==> src/rtl/pipelined_addsub_if.sv <==
// Bus bundle for pipelined_addsub: operand/control inputs towards the adder, result outputs back.
// The ovf signal exists only when PIPELINED_ADDSUB_OVF_EN is defined.
interface pipelined_addsub_if #(
    parameter int WIDTH = 8
);
    logic             en;
    logic             in_valid;
    logic [WIDTH-1:0] A;
    logic [WIDTH-1:0] B;
    logic             cin;
    logic             sub;
    logic [WIDTH-1:0] y;
    logic             cout;
`ifdef PIPELINED_ADDSUB_OVF_EN
    logic             ovf;
`endif
    logic             out_valid;

    modport master (
        output en, in_valid, A, B, cin, sub,
        input  y, cout,
`ifdef PIPELINED_ADDSUB_OVF_EN
        input  ovf,
`endif
        input  out_valid
    );

    modport slave (
        input  en, in_valid, A, B, cin, sub,
        output y, cout,
`ifdef PIPELINED_ADDSUB_OVF_EN
        output ovf,
`endif
        output out_valid
    );
endinterface

==> src/rtl/pipelined_addsub.sv <==
// Pipelined ripple-carry adder/subtractor: one CW-bit chunk resolved per stage, carry registered between stages.
// Define PIPELINED_ADDSUB_OVF_EN to build the signed overflow flag and its register.
module pipelined_addsub #(
    parameter int WIDTH  = 8,
    parameter int STAGES = 2
) (
    input  logic               clk,
    input  logic               reset,
    pipelined_addsub_if.slave  io_bus
);
    localparam int CW = WIDTH / STAGES;

    // Row k is the register bank after stage k; column j is operand/result chunk j.
    logic [CW-1:0] r_a [STAGES][STAGES];
    logic [CW-1:0] r_b [STAGES][STAGES];
    logic [CW-1:0] r_y [STAGES][STAGES];
    logic          r_c [STAGES];
    logic          r_v [STAGES];
`ifdef PIPELINED_ADDSUB_OVF_EN
    logic          r_ovf;
`endif

    logic [CW-1:0] w_a_chunk [STAGES];
    logic [CW-1:0] w_b_chunk [STAGES];
    logic          w_c0;
    logic [CW-1:0] w_a_op    [STAGES];
    logic [CW-1:0] w_b_op    [STAGES];
    logic [CW-1:0] w_sum     [STAGES];
    logic          w_c_out   [STAGES];

    function automatic logic [CW:0] ripple(input logic [CW-1:0] a, input logic [CW-1:0] b,
                                           input logic c);
        logic [CW-1:0] s;
        logic          carry;
        carry = c;
        for (int i = 0; i < CW; i++) begin
            s[i]  = a[i] ^ b[i] ^ carry;
            carry = (a[i] & b[i]) | (carry & (a[i] ^ b[i]));
        end
        return {carry, s};
    endfunction

    // Subtraction is A + ~B + 1, so cin is ignored when sub is set.
    always_comb begin
        w_c0 = io_bus.sub ? 1'b1 : io_bus.cin;
        for (int j = 0; j < STAGES; j++) begin
            w_a_chunk[j] = io_bus.A[j*CW +: CW];
            w_b_chunk[j] = io_bus.sub ? ~io_bus.B[j*CW +: CW] : io_bus.B[j*CW +: CW];
        end
        w_a_op[0] = w_a_chunk[0];
        w_b_op[0] = w_b_chunk[0];
        {w_c_out[0], w_sum[0]} = ripple(w_a_op[0], w_b_op[0], w_c0);
        for (int k = 1; k < STAGES; k++) begin
            w_a_op[k] = r_a[k-1][k];
            w_b_op[k] = r_b[k-1][k];
            {w_c_out[k], w_sum[k]} = ripple(w_a_op[k], w_b_op[k], r_c[k-1]);
        end
    end

    // NOTE: data and carry registers are cleared too, so y/cout read 0 right after reset.
    always_ff @(posedge clk) begin
        if (reset) begin
            for (int k = 0; k < STAGES; k++) begin
                for (int j = 0; j < STAGES; j++) begin
                    r_a[k][j] <= '0;
                    r_b[k][j] <= '0;
                    r_y[k][j] <= '0;
                end
                r_c[k] <= 1'b0;
                r_v[k] <= 1'b0;
            end
`ifdef PIPELINED_ADDSUB_OVF_EN
            r_ovf <= 1'b0;
`endif
        end else if (io_bus.en) begin
            for (int j = 0; j < STAGES; j++) begin
                r_a[0][j] <= w_a_chunk[j];
                r_b[0][j] <= w_b_chunk[j];
                r_y[0][j] <= (j == 0) ? w_sum[0] : '0;
            end
            r_c[0] <= w_c_out[0];
            r_v[0] <= io_bus.in_valid;
            for (int k = 1; k < STAGES; k++) begin
                for (int j = 0; j < STAGES; j++) begin
                    r_a[k][j] <= r_a[k-1][j];
                    r_b[k][j] <= r_b[k-1][j];
                    r_y[k][j] <= (j == k) ? w_sum[k] : r_y[k-1][j];
                end
                r_c[k] <= w_c_out[k];
                r_v[k] <= r_v[k-1];
            end
`ifdef PIPELINED_ADDSUB_OVF_EN
            // Sign bits sit in the top chunk, which only the last stage sees.
            r_ovf <= (w_a_op[STAGES-1][CW-1] == w_b_op[STAGES-1][CW-1]) &&
                     (w_sum[STAGES-1][CW-1] != w_a_op[STAGES-1][CW-1]);
`endif
        end
    end

    always_comb begin
        io_bus.y = '0;
        for (int j = 0; j < STAGES; j++) begin
            io_bus.y[j*CW +: CW] = r_y[STAGES-1][j];
        end
    end

    assign io_bus.cout      = r_c[STAGES-1];
    assign io_bus.out_valid = r_v[STAGES-1];
`ifdef PIPELINED_ADDSUB_OVF_EN
    assign io_bus.ovf       = r_ovf;
`endif
endmodule
==> src/flat_wrapper.sv <==
// flat-port wrapper written by rule: the top's interface ports become plain ports
module pipelined_addsub_flat 
#(
    parameter int WIDTH  = 8,
    parameter int STAGES = 2
)
  (clk, reset, io_bus_en, io_bus_in_valid, io_bus_A, io_bus_B, io_bus_cin, io_bus_sub, io_bus_y, io_bus_cout, io_bus_out_valid);
  pipelined_addsub_if #(.WIDTH(WIDTH)) io_bus_i ();
  input  logic clk;
  input  logic reset;
  input wire logic [$bits(io_bus_i.en)-1:0] io_bus_en;
  input wire logic [$bits(io_bus_i.in_valid)-1:0] io_bus_in_valid;
  input wire logic [$bits(io_bus_i.A)-1:0] io_bus_A;
  input wire logic [$bits(io_bus_i.B)-1:0] io_bus_B;
  input wire logic [$bits(io_bus_i.cin)-1:0] io_bus_cin;
  input wire logic [$bits(io_bus_i.sub)-1:0] io_bus_sub;
  output wire logic [$bits(io_bus_i.y)-1:0] io_bus_y;
  output wire logic [$bits(io_bus_i.cout)-1:0] io_bus_cout;
  output wire logic [$bits(io_bus_i.out_valid)-1:0] io_bus_out_valid;
  assign io_bus_i.en = io_bus_en;
  assign io_bus_i.in_valid = io_bus_in_valid;
  assign io_bus_i.A = io_bus_A;
  assign io_bus_i.B = io_bus_B;
  assign io_bus_i.cin = io_bus_cin;
  assign io_bus_i.sub = io_bus_sub;
  assign io_bus_y = io_bus_i.y;
  assign io_bus_cout = io_bus_i.cout;
  assign io_bus_out_valid = io_bus_i.out_valid;
  pipelined_addsub #(.WIDTH(WIDTH), .STAGES(STAGES)) u_core (.clk(clk), .reset(reset), .io_bus(io_bus_i));
endmodule
==> config.mk <==
export PLATFORM = sky130hd
export DESIGN_NAME = pipelined_addsub_flat
export DESIGN_NICKNAME = d
export VERILOG_FILES = /design/src/rtl/pipelined_addsub_if.sv /design/src/rtl/pipelined_addsub.sv /design/src/flat_wrapper.sv
export SDC_FILE = /design/constraint.sdc
export NUM_CORES = 1
export LEC_CHECK = 0
export CORE_ASPECT_RATIO = 2
export CORE_UTILIZATION = 45
export CTS_BUF_LIST = sky130_fd_sc_hd__clkbuf_8
export DETAILED_ROUTE_END_ITERATION = 7
export PLACE_DENSITY = 0.75
export SETUP_SLACK_MARGIN = 0.4
export SLEW_MARGIN = 20
export SYNTH_ARGS = -nofsm -noshare
export SYNTH_HDL_FRONTEND = slang
export SYNTH_SLANG_ARGS = --single-unit
==> constraint.sdc <==
create_clock -name clk -period 2.4 [get_ports clk]
set_input_delay 0.48 -clock clk [delete_from_list [all_inputs] [get_ports clk]]
set_output_delay 0.48 -clock clk [all_outputs]
set_load 0.01 [all_outputs]
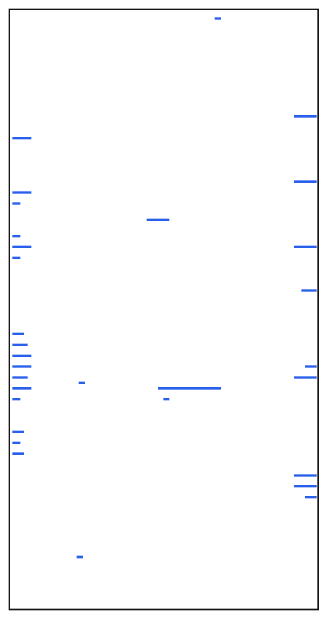
(images/m3.png)
Scale: 8 px per um.
main direction	horizontal
share of all routed wire	3.1%
longest straight run	7.60 um

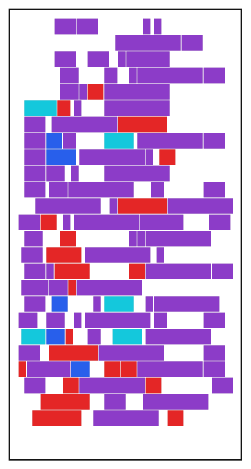
(images/sizing.png)
Scale: 6 px per um.
color	size	cells	most used
red	x2	21	and2_2
blue	x3 and x4	5	buf_4
purple	x1 and smaller	84	clkdlybuf4s50_1
cyan	x6 and larger	5	clkbuf_8

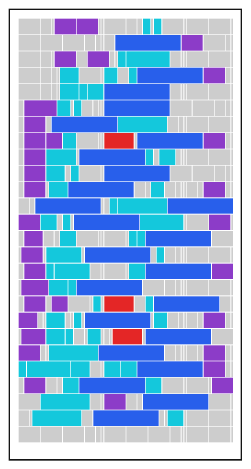
(images/class_map.png)
Scale: 6 px per um. Fill, decap, tap and diode cells in gray.
color	class	cells	share of their area
blue	sequential cells	24	46%
cyan	remaining logic cells	55	30%
purple	remaining buffers and delay cells	33	21%
red	clock-net drivers	3	2.6%

-- worst reg2reg max path, delay by kind of cell (launching register included) --
kind / cells / cell delay (ns)
adder cells (fa/ha/maj): 4 / 1.30
flip-flops: 1 / 0.32
buffers and inverters: 3 / 0.19
AND/OR/NAND/NOR: 1 / 0.05
-- cells by family (layout without fill, tap and decap cells) --
kind of cell	count (synthesis)	count (layout)
xor gates and xnor gates	8	8
buffers and inverters	14	47
adders and majority gates	8	8
and+or+nand+nor	28	28
DFF	24	24
-- what timing repair did --
| item | CTS | global route |
|---|---|---|
| pin swaps | 7 | 6 |
| buffers inserted | 0 | 0 |
| setup endpoints to repair | 5 | 4 |
| gates resized | 19 | 4 |
| cloned | 0 | 0 |
-- path summary, 6_finish.rpt --
path	startpoint	endpoint	slack (ns)	cells past startpoint
max	io_bus_B[0]	u_core.r_y[0][7]$_SDFFCE_PN0P_	0.13	9
min	u_core.r_y[0][5]$_SDFFCE_PN0P_	u_core.r_y[1][5]$_SDFFCE_PN0P_	0.54	1
max reg2reg	u_core.r_c[0][0]$_SDFFCE_PN0P_	u_core.r_y[1][3]$_SDFFCE_PN0P_	0.29	8
min reg2reg	u_core.r_y[0][5]$_SDFFCE_PN0P_	u_core.r_y[1][5]$_SDFFCE_PN0P_	0.54	1
-- sequential cells by signal, indices dropped and copies added, names as in the netlist --
signal / flops
u_core.r_b: 4
u_core.r_v: 2
u_core.r_c: 2
u_core.r_a: 4
u_core.r_y: 12
-- power by group through the flow --
stage / logic [W] / clock network (W) / registers [W]
finish: 0.000179 / 0.000227 / 0.000515
global route: 0.000200 / 0.000249 / 0.000519
CTS: 0.000182 / 0.000229 / 0.000516
detailed placement: 0.000178 / 0 / 0.000526
global placement: 0.000164 / 0 / 0.000523
floorplan: 0.0000837 / 0 / 0.000532
==> results.ini <==
[status]
run_status=completed

[cells_and_area]
dominant_cells=registers
final_layout_top_logic_cell=clkdlybuf4s50_1
layout-drive-gt1-share_pct=26.96
nNetsFinal=147
filler_cell_count=207
signal_buffer_area_fraction_pct=20.65
area_share_clock_buf_inv_pct=2.572
final_design_area_no_fill_sq_um=1605
final-instance-count-excl-fill=143
most-common-layout-cells=clkdlybuf4s50_1 (25), edfxtp_1 (24), and2_2 (10), nor2_1 (9), inv_1 (8)
area.share.combinational_pct=27.12

[synth]
ys_types=13
synthTopCellsByArea=edfxtp_1 (60%), fa_1 (13%), and2_2 (6.9%)
synth-async-reset-ratio_pct=0
top_cells_by_count=edfxtp_1 (24), and2_2 (11), inv_1 (11), nor2_1 (9), fa_1 (8)
post_synth_inst_count=82
top_cell=edfxtp_1
avgSynthCellArea_sq_um=14.56
synth.mux.area_fraction_pct=0
fa_ha_area_share_pct=13.42
fraction_of_the_mapped_netlist_area_in_compound_gates_pct=0
synth-main-ff-cell=edfxtp_1
synth-simple-area-share_pct=14.57
yosys-stat-area_sq_um=1194

[placed_design]
pre_cts_ws_ns=-0.7337
placement.io_buffers=31
detailed_place.area_sq_um=1546
dp_hpwl_um=1360

[drt]
drt-initial-drc-count=6
wl_um=1702
drt_drc_violations_left=0
dr_wl_met2_um=1016
vias=674
drt.antenna.violating_nets=0

[clock_network]
ctsHoldBuffers=0
clock.latency.late_pin_ns=0.26
max-clock-path-buffers=2
tritoncts=done

[global_route]
pin_count_of_the_biggest_net_entering_global_routing=25
grt_first_pass_wirelength_um=2780
grt-busiest-layer=met2
global_route.overflow_total=0

[timing]
worst_pin_slew_ns=0.5270
min_period_over_period_pct=94.56
timing.final.max_slew_violations=0
fin_skew_ns=0.002068
max_freq_mhz=440.6

[run]
maxCapViolations=0
log.warning_count=29

[floorplanning]
io-pin-count=32
die_w_um=38.42
fp_util_pct=47.04

[pwr]
vdd_ir_drop_max_uv=374.1
sw_frac_of_total_pct=21.89
comb_power_share_pct=19.4

[hold_path]
hold_class=reg2reg

[worst_setup_path]
cp-start-kind=input pin
cp_max_fo=1
worst_ep_arrival_time_ns=2.29
critical_path.cell_chain=buf_6 -> xor2_2 -> fa_2 -> inv_2 -> fa_2 -> fa_2 -> inv_2 -> fa_1 -> and2_4
critical_path_class=in2reg

Power is estimated from default activity; no workload was simulated.
